M1 wires:
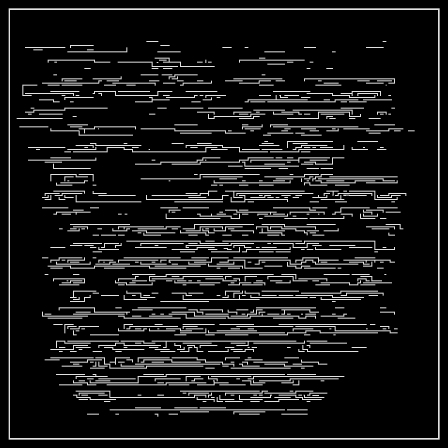
Metal 2:
Bar = 20 um. Cells faint in the background.
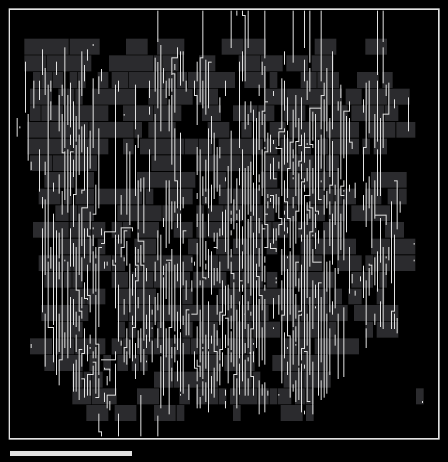
Track usage over the die:
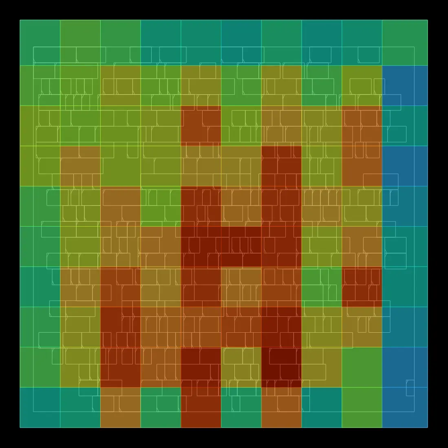
### src/rtl/rr_x_in_lock.sv
// Registered round-robin / fixed-priority arbiter with multi-flit grant locking
// and an optional lock timeout that forces release after LOCK_MAX cycles in LOCK.
module rr_x_in_lock #(
  parameter int IO_SIZE  = 5,
  parameter int IO_w     = 3,
  parameter int LOCK_MAX = 0
) (
  input  logic               clk,
  input  logic               rst,
  input  logic [IO_SIZE-1:0] req_i,
  input  logic [IO_SIZE-1:0] hold_i,
  input  logic               ack_i,
  input  logic               mode_i,
  output logic [IO_SIZE-1:0] grant_o,
  output logic               grant_valid_o,
  output logic [IO_w-1:0]    grant_id_o,
  output logic [IO_w-1:0]    ptr_o,
  output logic               lock_abort_o
);

  localparam int CW = (LOCK_MAX > 0) ? $clog2(LOCK_MAX + 1) : 1;
  localparam logic [CW-1:0]   CNT_LIM = CW'((LOCK_MAX > 0) ? LOCK_MAX - 1 : 0);
  localparam logic [IO_w-1:0] LAST    = IO_w'(IO_SIZE - 1);

  typedef enum logic [1:0] {S_IDLE, S_GRANT, S_LOCK} state_t;

  state_t             r_state, w_nstate;
  logic [IO_SIZE-1:0] r_grant, w_ngrant;
  logic [IO_w-1:0]    r_id, w_nid;
  logic [IO_w-1:0]    r_ptr, w_nptr;
  logic [CW-1:0]      r_cnt, w_ncnt;
  logic               r_abort, w_nabort;
  logic               w_rel, w_adv, w_arb;
  logic [IO_w-1:0]    w_start;
  logic [IO_w:0]      w_pick;

  // Returns {found, index} of the first set request scanning circularly from start.
  function automatic logic [IO_w:0] pick(input logic [IO_SIZE-1:0] req,
                                         input logic [IO_w-1:0] start);
    logic          found;
    logic [IO_w-1:0] sel;
    logic [IO_w:0] t;
    found = 1'b0;
    sel   = '0;
    for (int k = 0; k < IO_SIZE; k++) begin
      t = {1'b0, start} + (IO_w+1)'(k);
      if (t >= (IO_w+1)'(IO_SIZE)) t = t - (IO_w+1)'(IO_SIZE);
      if (!found && req[t[IO_w-1:0]]) begin
        found = 1'b1;
        sel   = t[IO_w-1:0];
      end
    end
    return {found, sel};
  endfunction

  always_comb begin
    w_nstate = r_state;
    w_ngrant = r_grant;
    w_nid    = r_id;
    w_nptr   = r_ptr;
    w_ncnt   = r_cnt;
    w_nabort = 1'b0;
    w_rel    = 1'b0;
    w_adv    = 1'b0;
    w_arb    = 1'b0;
    case (r_state)
      S_IDLE: w_arb = 1'b1;
      S_GRANT: begin
        if (ack_i && hold_i[r_id]) begin
          w_nstate = S_LOCK;
          w_ncnt   = '0;
        end else if (ack_i) begin
          w_rel = 1'b1;
          w_adv = 1'b1;
        end else if (!req_i[r_id]) begin
          w_rel = 1'b1;
        end
      end
      S_LOCK: begin
        // A normal acked release wins over a coincident timeout, so no abort pulse then.
        if (ack_i && !hold_i[r_id]) begin
          w_rel = 1'b1;
          w_adv = 1'b1;
        end else if (LOCK_MAX > 0 && r_cnt == CNT_LIM) begin
          w_rel    = 1'b1;
          w_adv    = 1'b1;
          w_nabort = 1'b1;
        end else begin
          w_ncnt = r_cnt + CW'(1);
        end
      end
      default: begin
        w_nstate = S_IDLE;
        w_ngrant = '0;
        w_nid    = '0;
      end
    endcase

    if (w_rel) begin
      w_arb = 1'b1;
      if (w_adv && !mode_i) w_nptr = (r_id == LAST) ? '0 : r_id + IO_w'(1);
    end

    w_start = mode_i ? '0 : w_nptr;
    w_pick  = pick(req_i, w_start);

    if (w_arb) begin
      if (w_pick[IO_w]) begin
        w_nstate = S_GRANT;
        w_ngrant = IO_SIZE'(1) << w_pick[IO_w-1:0];
        w_nid    = w_pick[IO_w-1:0];
      end else begin
        w_nstate = S_IDLE;
        w_ngrant = '0;
        w_nid    = '0;
      end
    end
  end

  always_ff @(posedge clk) begin
    if (rst) begin
      r_state <= S_IDLE;
      r_grant <= '0;
      r_id    <= '0;
      r_ptr   <= '0;
      r_cnt   <= '0;
      r_abort <= 1'b0;
    end else begin
      r_state <= w_nstate;
      r_grant <= w_ngrant;
      r_id    <= w_nid;
      r_ptr   <= w_nptr;
      r_cnt   <= w_ncnt;
      r_abort <= w_nabort;
    end
  end

  assign grant_o       = r_grant;
  assign grant_valid_o = |r_grant;
  assign grant_id_o    = r_id;
  assign ptr_o         = r_ptr;
  assign lock_abort_o  = r_abort;

endmodule
### config.mk
export PLATFORM = sky130hd
export DESIGN_NAME = rr_x_in_lock
export DESIGN_NICKNAME = d
export VERILOG_FILES = /design/src/rtl/rr_x_in_lock.sv
export SDC_FILE = /design/constraint.sdc
export NUM_CORES = 1
export LEC_CHECK = 0
export ABC_CLOCK_PERIOD_IN_PS = 14650
export CAP_MARGIN = 20
export CORE_MARGIN = 2
export CORE_UTILIZATION = 55
export DETAILED_ROUTE_END_ITERATION = 10
export PLACE_DENSITY_LB_ADDON = 0.1
export SLEW_MARGIN = 20
export SYNTH_ARGS = -nofsm -noshare
export SYNTH_HDL_FRONTEND = slang
export SYNTH_SLANG_ARGS = --single-unit
export TNS_END_PERCENT = 50
### constraint.sdc
create_clock -name clk -period 14.65 [get_ports clk]
set_input_delay 1.465 -clock clk [delete_from_list [all_inputs] [get_ports clk]]
set_output_delay 1.465 -clock clk [all_outputs]
set_load 0.03 [all_outputs]
==> flow_summary.ini <==
; generated from flow reports
[critical_path]
worstPathMaxFanout = 17
r2r-end = grant_o[1]$_SDFFE_PP0P_
crit_arrival_ns = 6.96
crit_path_end = grant_o[1]$_SDFFE_PP0P_
startpoint = hold_i[1]
endpoint_kind = register
start_kind = primary input

[routing]
top_layer_used = met4
viasPerCell = 6.88
drt_wl_total_um = 7010
via_count = 2566
dr.pass1.iters = 5
drtIter0Drc = 436
ant_nets = 0
route.met2.wl_um = 3170
routedLengthMet1_um = 3010

[sta]
setup-tns-final_ns = 0
slew_headroom_pct = 45.0
slew_viol_final = 0
worstMarginPinSlew_ns = 0.825
rsz0062_at_grt = no
finalSetupViolCount = 0
hold_viol_final = 0
fmax_mhz = 146

[placed_design]
post-place-ws_ns = 7.69

[logic_synthesis]
simple_gate_area_share_pct = 22.2
fa_ha_area_share_pct = 8.17
synth.mux.area_fraction_pct = 9.27
postSynthAreaPerCell_um2 = 7.70
edf_count = 0
top_area_cell = dfxtp_1
async_reset_ff_share_pct = 0
synth_nets = 339
netlist_instances = 310
yosysTopAreaCellShare_pct = 10.9
yosysWarnings = 0
yosysCellCount = 310
netlist_area_mm2 = 0.00239

[cells_and_area]
layout_top_cells = nand2_1 (28), clkdlybuf4s50_1 (25), nor2_1 (24)
nNetsFinal = 353
largest_reg_flops = 5
comb_area_share_pct = 73.9
seq_cell_count = 13
area_growth_pct = 10.5
buffers = 25
sh_seq_area_pct = 9.86
combGateArea_mm2 = 0.00195
clock_area_share_pct = 1.71

[clocking]
cts_sinks = 13
clk_latency_ns = 0.24
cts_tree = done
cts_inserted_buffers = 3
hold_buffers = 0

[global_routing]
grt_pass1_wl_um = 11600
grt_max_degree = 18
antenna_found_initial = 0
overflow = 0

[outcome]
status = complete, no violations

[die]
die_h_um = 69.9
dieWidth_um = 69.9
taps = 50

[hold_path]
min_path_type = reg -> reg
min_from = grant_o[4]$_SDFFE_PP0P_
holdPathEnd = grant_o[4]$_SDFFE_PP0P_

[pwr]
p_clk_share_pct = 19.8
p_leak_uw = 0.000982
seq_cell_power_uw = 44.6
p_per_area_mw_per_mm2 = 59.9
finalPower_uw = 158
combinationalPowerShare_pct = 52.0
p_int_uw = 91.4
## Picture notes: 'M1 wires'
The layer holds 43% of the routed length. The wires run mostly horizontal. 320 nets have wire on it. The longest straight run is 28.5 um.

## Picture notes: 'metal 2'
The wires run mostly vertical. The longest straight run is 28.2 um.

## Picture notes: 'track usage over the die'
met2 Use GR: 46.1%
Tot GR Track Use: 28.5%
Global Route met3 Usage: 4.76%
DR WL/cell: 18.8 um

## critical path, stage by stage
cell             delay, ns
clkdlybuf4s50_1       0.41
mux2_4                0.31
a211oi_4              0.38
o21ai_4               0.26
a21oi_2               0.71
inv_2                 0.30
ha_1                  0.37
o21a_1                0.16
o211a_1               0.15
a211oi_1              0.46
mux2_2                0.40
o2111ai_1             0.10
a21oi_1               0.19
or4b_4                0.55
nor3_4                0.30
a32oi_2               0.15
a32o_1                0.29
## stage by stage
step,hold WS (ns),util (%),cell area [um2],cells
detailed placement,0.480,63.5,2590,369
global placement,0.472,63.5,2590,369
floorplan,0.493,-,2390,310
finish,0.497,64.6,2640,373
global route,0.531,64.6,2640,373
CTS,0.496,64.6,2640,373
